--- config.mk ---
export PLATFORM = sky130hd
export DESIGN_NAME = smc_3_1_law_flat
export DESIGN_NICKNAME = d
export VERILOG_FILES = /design/src/rtl/smc_3_1_law_if.sv /design/src/rtl/smc_3_1_law.sv /design/src/flat_wrapper.sv
export SDC_FILE = /design/constraint.sdc
export NUM_CORES = 1
export LEC_CHECK = 0
export CORE_AREA = 2 2 233 235
export CTS_CLUSTER_DIAMETER = 40
export CTS_CLUSTER_SIZE = 30
export DETAILED_ROUTE_END_ITERATION = 6
export DIE_AREA = 0 0 235 237
export PLACE_DENSITY = 0.56
export SETUP_SLACK_MARGIN = 0.05
export SKIP_CTS_REPAIR_TIMING = 1
export SYNTH_ARGS = -nofsm -noshare
export SYNTH_HDL_FRONTEND = slang
export SYNTH_SLANG_ARGS = --single-unit
--- constraint.sdc ---
create_clock -name clk -period 5.9 [get_ports clk]
set_input_delay 1.475 -clock clk [delete_from_list [all_inputs] [get_ports clk]]
set_output_delay 1.475 -clock clk [all_outputs]
set_load 0.01 [all_outputs]
--- src/rtl/smc_3_1_law_if.sv ---
// smc_3_1_law_if: control/data bundle between the SMC_3_1 loop sequencer and
// the sliding-mode control-law stage.
//   stop_rst  synchronous clear, active high
//   start     one-cycle request strobe
//   theta, dtheta, thetan, dthetan  measured and nominal state, sfix32_En16
//   u         control output, sfix32_En16
//   done      one-cycle completion strobe
//   busy      stage is mid-computation
//   ov        sticky arithmetic-saturation flag
// master: requester side; slave: control-law stage.
interface smc_3_1_law_if;
  logic        stop_rst;
  logic        start;
  logic [31:0] theta;
  logic [31:0] dtheta;
  logic [31:0] thetan;
  logic [31:0] dthetan;
  logic [31:0] u;
  logic        done;
  logic        busy;
  logic        ov;

  modport master (
    output stop_rst, start, theta, dtheta, thetan, dthetan,
    input  u, done, busy, ov
  );

  modport slave (
    input  stop_rst, start, theta, dtheta, thetan, dthetan,
    output u, done, busy, ov
  );
endinterface

--- src/rtl/smc_3_1_law.sv ---
// smc_3_1_law: sliding-mode control-law stage, one shared sfix32_En16
// datapath sequenced by a fixed 6-cycle FSM (IDLE ERR MUL1 SURF SAT MUL2 OUT).
//   clk    sole clock, rising edge
//   rst_n  asynchronous active-low reset
//   bus    smc_3_1_law_if.slave (stop_rst, start, theta/dtheta/thetan/dthetan
//          in; u, done, busy, ov out, all registered)
// Build option: define SMC_BOUNDARY_LAYER_EN for a boundary-layer switching
// function clamp(s <<< PHI_SHIFT, +-1.0); otherwise sign(s) is used.
module smc_3_1_law #(
  parameter logic signed [31:0] LAMBDA    = 32'sh0005_0000,
  parameter logic signed [31:0] K         = 32'sh0002_0000,
  parameter int unsigned        PHI_SHIFT = 4,
  parameter logic signed [31:0] U_MAX     = 32'sh0010_0000
) (
  input  logic           clk,
  input  logic           rst_n,
  smc_3_1_law_if.slave   bus
);

  localparam int unsigned W  = 32;
  localparam int unsigned SW = W + 16;
  localparam logic signed [W-1:0]  ONE    = 32'sh0001_0000;
  localparam logic signed [W-1:0]  MAXP   = 32'sh7FFF_FFFF;
  localparam logic signed [W-1:0]  MINN   = 32'sh8000_0000;
  localparam logic signed [SW-1:0] ONE_SW = 48'sh0000_0001_0000;

  // Elaboration-time range check on the boundary-layer shift
  if (PHI_SHIFT > 15) begin : g_phi_range
    $error("PHI_SHIFT must be in 0..15");
  end

  typedef enum logic [2:0] {
    S_IDLE, S_ERR, S_MUL1, S_SURF, S_SAT, S_MUL2, S_OUT
  } state_t;

  state_t state_q, state_d;
  logic signed [W-1:0] th_q, dth_q, thn_q, dthn_q;
  logic signed [W-1:0] th_d, dth_d, thn_d, dthn_d;
  logic signed [W-1:0] acc_q, acc_d, de_q, de_d, u_q, u_d;
  logic                done_q, done_d, busy_q, busy_d, ov_q, ov_d;
  logic [W:0]          res_a, res_b;
  logic signed [W-1:0] nv;

  // Saturating add/sub; returns {overflow, result}
  function automatic logic [W:0] add_sat(input logic signed [W-1:0] a,
                                         input logic signed [W-1:0] b,
                                         input logic sub);
    logic [W:0] r;
    r = sub ? ({a[W-1], a} - {b[W-1], b}) : ({a[W-1], a} + {b[W-1], b});
    if (r[W] != r[W-1]) return {1'b1, (r[W] ? MINN : MAXP)};
    return {1'b0, r[W-1:0]};
  endfunction

  // Q16 multiply, floor truncation, saturate when bits [63:47] disagree
  function automatic logic [W:0] mul_sat(input logic signed [W-1:0] a,
                                         input logic signed [W-1:0] b);
    logic signed [63:0] p;
    p = 64'(a) * 64'(b);
    if (!((&p[63:47]) || !(|p[63:47]))) return {1'b1, (p[63] ? MINN : MAXP)};
    return {1'b0, p[47:16]};
  endfunction

  // Negation with the single overflow case saturated
  function automatic logic [W:0] neg_sat(input logic signed [W-1:0] a);
    if (a == MINN) return {1'b1, MAXP};
    return {1'b0, -a};
  endfunction

  // Switching function
  function automatic logic signed [W-1:0] sat_fn(input logic signed [W-1:0] s);
`ifdef SMC_BOUNDARY_LAYER_EN
    logic signed [SW-1:0] sh;
    sh = SW'(s) <<< PHI_SHIFT;
    if (sh > ONE_SW) return ONE;
    if (sh < -ONE_SW) return -ONE;
    return W'(sh);
`else
    if (s > 32'sd0) return ONE;
    if (s < 32'sd0) return -ONE;
    return 32'sd0;
`endif
  endfunction

  // State and datapath registers
  always_ff @(posedge clk or negedge rst_n) begin
    if (!rst_n) begin
      state_q <= S_IDLE;
      th_q    <= '0;
      dth_q   <= '0;
      thn_q   <= '0;
      dthn_q  <= '0;
      acc_q   <= '0;
      de_q    <= '0;
      u_q     <= '0;
      done_q  <= 1'b0;
      busy_q  <= 1'b0;
      ov_q    <= 1'b0;
    end else begin
      state_q <= state_d;
      th_q    <= th_d;
      dth_q   <= dth_d;
      thn_q   <= thn_d;
      dthn_q  <= dthn_d;
      acc_q   <= acc_d;
      de_q    <= de_d;
      u_q     <= u_d;
      done_q  <= done_d;
      busy_q  <= busy_d;
      ov_q    <= ov_d;
    end
  end

  // Next-state and datapath sequencing; acc carries e -> p -> s -> sw -> q
  always_comb begin
    state_d = state_q;
    th_d    = th_q;
    dth_d   = dth_q;
    thn_d   = thn_q;
    dthn_d  = dthn_q;
    acc_d   = acc_q;
    de_d    = de_q;
    u_d     = u_q;
    done_d  = 1'b0;
    ov_d    = ov_q;
    res_a   = '0;
    res_b   = '0;
    nv      = '0;

    case (state_q)
      S_IDLE: begin
        if (bus.start) begin
          th_d    = bus.theta;
          dth_d   = bus.dtheta;
          thn_d   = bus.thetan;
          dthn_d  = bus.dthetan;
          state_d = S_ERR;
        end
      end
      S_ERR: begin
        res_a   = add_sat(th_q, thn_q, 1'b1);
        res_b   = add_sat(dth_q, dthn_q, 1'b1);
        acc_d   = res_a[W-1:0];
        de_d    = res_b[W-1:0];
        ov_d    = ov_q | res_a[W] | res_b[W];
        state_d = S_MUL1;
      end
      S_MUL1: begin
        res_a   = mul_sat(LAMBDA, acc_q);
        acc_d   = res_a[W-1:0];
        ov_d    = ov_q | res_a[W];
        state_d = S_SURF;
      end
      S_SURF: begin
        res_a   = add_sat(de_q, acc_q, 1'b0);
        acc_d   = res_a[W-1:0];
        ov_d    = ov_q | res_a[W];
        state_d = S_SAT;
      end
      S_SAT: begin
        acc_d   = sat_fn(acc_q);
        state_d = S_MUL2;
      end
      S_MUL2: begin
        res_a   = mul_sat(K, acc_q);
        acc_d   = res_a[W-1:0];
        ov_d    = ov_q | res_a[W];
        state_d = S_OUT;
      end
      S_OUT: begin
        // Output limit is a control clamp, not an arithmetic overflow
        res_a   = neg_sat(acc_q);
        nv      = res_a[W-1:0];
        ov_d    = ov_q | res_a[W];
        if (nv > U_MAX)       u_d = U_MAX;
        else if (nv < -U_MAX) u_d = -U_MAX;
        else                  u_d = nv;
        done_d  = 1'b1;
        state_d = S_IDLE;
      end
      default: state_d = S_IDLE;
    endcase

    // Synchronous clear drops any in-flight computation
    if (bus.stop_rst) begin
      state_d = S_IDLE;
      th_d    = '0;
      dth_d   = '0;
      thn_d   = '0;
      dthn_d  = '0;
      acc_d   = '0;
      de_d    = '0;
      u_d     = '0;
      done_d  = 1'b0;
      ov_d    = 1'b0;
    end

    busy_d = (state_d != S_IDLE);
  end

  assign bus.u    = u_q;
  assign bus.done = done_q;
  assign bus.busy = busy_q;
  assign bus.ov   = ov_q;

endmodule

--- src/flat_wrapper.sv ---
// flat-port wrapper written by rule: the top's interface ports become plain ports
module smc_3_1_law_flat 
#(
  parameter logic signed [31:0] LAMBDA    = 32'sh0005_0000,
  parameter logic signed [31:0] K         = 32'sh0002_0000,
  parameter int unsigned        PHI_SHIFT = 4,
  parameter logic signed [31:0] U_MAX     = 32'sh0010_0000
)
  (clk, rst_n, bus_stop_rst, bus_start, bus_theta, bus_dtheta, bus_thetan, bus_dthetan, bus_u, bus_done, bus_busy, bus_ov);
  smc_3_1_law_if bus_i ();
  input  logic clk;
  input  logic rst_n;
  input wire logic [$bits(bus_i.stop_rst)-1:0] bus_stop_rst;
  input wire logic [$bits(bus_i.start)-1:0] bus_start;
  input wire logic [$bits(bus_i.theta)-1:0] bus_theta;
  input wire logic [$bits(bus_i.dtheta)-1:0] bus_dtheta;
  input wire logic [$bits(bus_i.thetan)-1:0] bus_thetan;
  input wire logic [$bits(bus_i.dthetan)-1:0] bus_dthetan;
  output wire logic [$bits(bus_i.u)-1:0] bus_u;
  output wire logic [$bits(bus_i.done)-1:0] bus_done;
  output wire logic [$bits(bus_i.busy)-1:0] bus_busy;
  output wire logic [$bits(bus_i.ov)-1:0] bus_ov;
  assign bus_i.stop_rst = bus_stop_rst;
  assign bus_i.start = bus_start;
  assign bus_i.theta = bus_theta;
  assign bus_i.dtheta = bus_dtheta;
  assign bus_i.thetan = bus_thetan;
  assign bus_i.dthetan = bus_dthetan;
  assign bus_u = bus_i.u;
  assign bus_done = bus_i.done;
  assign bus_busy = bus_i.busy;
  assign bus_ov = bus_i.ov;
  smc_3_1_law #(.LAMBDA(LAMBDA), .K(K), .PHI_SHIFT(PHI_SHIFT), .U_MAX(U_MAX)) u_core (.clk(clk), .rst_n(rst_n), .bus(bus_i));
endmodule
==> images/io_fan.png <==
Bar = 50 microns.
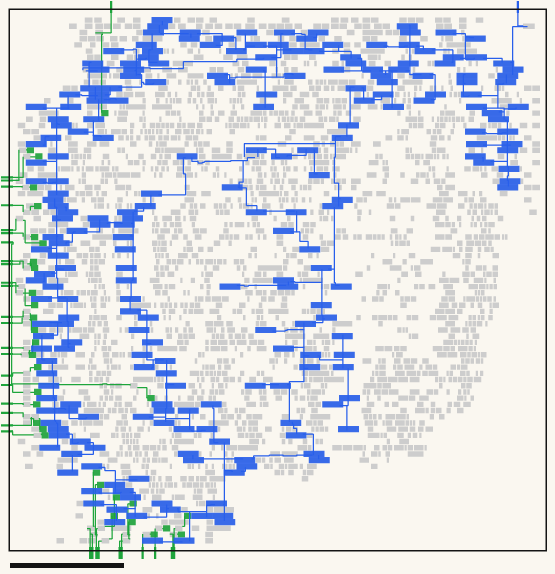
Key: blue = `rst_n` [bits 1, direction input, edge top, end cells 230, buffers 3, wire 2,030 microns]; green = `bus_dthetan` [bits 32, direction input, edge 21 left, 10 bottom, 1 top, end cells 32, buffers 32, wire 598 microns]
PortBufs: 166
Top-Level Pins: 167

==> GITHUB_STEP_SUMMARY <==
## Synthesis and layout report

| Metric | Value |
|---|---|
| Psw | `4.02 mW` |
| Number of synthesized flops with an enable pin | `0` |
| First-pass GRT wire length | `approximately 100,000 microns` |
| Max clock buf depth | `3` |
| R2R Path End | `u_core.bus.u[4]` |
| Setup crit end | `u_core.bus.u[4]` |
| Fmax | `about 210 MHz` |
| Reg2reg start | `u_core.acc_q[11]` |
| Slew @ Worst Pin | `roughly 1.2 ns` |
| Logic share of the area | `0.531` |
| Sequential Power Share | `0.233` |
| Slowest CP cell | `or2_1` |
| Synth Instances | `around 2,200` |
| Power in the clock group | `2.66 mW` |
| Crit path required time | `6.32 ns` |
| Total Power | `8.96 mW` |
| Vias in the first global route | `17,100` |
| Routed wire length | `about 65,000 microns` |
| Fin. Hold Viols | `0` |
| Syn Std Cell Area | `18,400 sq um` |
| Setup_tns | `0 ns` |
| DRC | `0` |
| CTS Buf Count | `between 40 and 50` |
| Most instantiated logic cell after routing | `dfrtp_1` |
| Metal1 wirelength | `roughly 30,000 microns` |
| Synth area leader | `dfrtp_1` |
| Gr busiest metal | `met2` |
| Root buffer cell | `clkbuf_16` |
| CTS Sinks | `roughly 230` |
| Flops | `roughly 230` |
| Critical path class | `reg2reg` |
| Crit path DAT | `about 5.2 ns` |
| FF-to-FF setup slack | `between 1 and 1.5 ns` |
| Crit path largest cell delay | `roughly 0.76 ns` |
| Die Span Y | `approximately 240 microns` |
| Mi-comb count | `about 1,700` |
| DP Area | `between 20,000 and 25,000 sq um` |
| Worst VDD drop | `about 0.00023 V` |
| Inverters | `109` |
| YS chip area | `18,400 sq um` |
| Hold Path End | `u_core.bus.u[11]` |
| # setup viols final | `0` |
| Signal buffers | `~190` |
| Unique cell type count in the Yosys netlist | `around 91` |
| Logic cell area | `around 12,000 sq um` |
| Post-synth seq share | `0.312` |
| Area grow syn2layout | `21.2%` |
| Metal2 WL | `28,400 microns` |
| Switching share of total power | `0.449` |
| Power share of the clock group | `0.297` |
| OpenROAD warnings | `32` |
| RSZ-0062 raised after global routing | `false` |
| Initial antenna violation count | `0` |
| DRT Pass-1 Iters | `6` |
| Die area | `between 50,000 and 60,000 sq um` |
| Top cells, area | `dfrtp_1 31%, ha_1 11%, a22o_1 6.2%, a21oi_1 4.7%, o21ai_0 4.1%` |
| Relative slew margins | `0.218` |
| Clk latency late pin | `roughly 0.57 ns` |
| Met3 WL post-DR | `approximately 3500 microns` |
| Maxcap violations | `0` |
| Number of cells in Yosys stat | `between 2,000 and 2,500` |
| YS warnings | `0` |
| Status | `completed` |
| FP Core Util | `0.346` |
==> images/placement_by_type.png <==
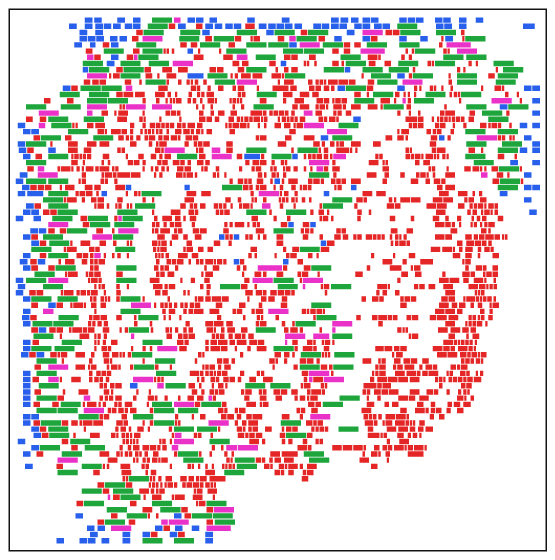
Key: magenta = clock drivers and dummy loads [cells 84, share of their area 7.3%]; green = sequential cells [cells 230, share of their area 27%]; blue = remaining buffers and delay cells [cells 189, share of their area 8.7%]; red = combinational and other logic [cells 1,827, share of their area 57%]
Post-Route Utilization: 0.419
core area: 53,300 sq um
Seq area share: 0.258
finished layout cell area: 22,300 sq um

## per-stage QoR
step / hold slack [ns] / setup WS [ns]
after floorplan: 0.456 / 2.00
after detailed placement: 0.474 / 1.12
after global routing: 0.497 / 0.714
after CTS: 0.486 / 1.15
final: 0.484 / 1.15
after global placement: 0.469 / 1.25
## cells by family after synthesis
logic type	Yosys count	synth area share
multiplexers	7	0.00394
flip-flops	230	0.312
adder cells (fa/ha/maj)	167	0.115
AND/OR/NAND/NOR	598	0.157
AND-OR/OR-AND	821	0.306
buffers and inverters	221	0.0471
XOR/XNOR	125	0.0594
## registers in the layout, indices dropped and copies added, names as in the netlist, 3 cells and up
name / cells
u_core.state_q: 3
u_core.de_q: 32
u_core.th_q: 32
u_core.dth_q: 32
u_core.acc_q: 32
u_core.thn_q: 32
u_core.bus.u: 32
u_core.dthn_q: 32
Power and IR drop assume default switching activity.
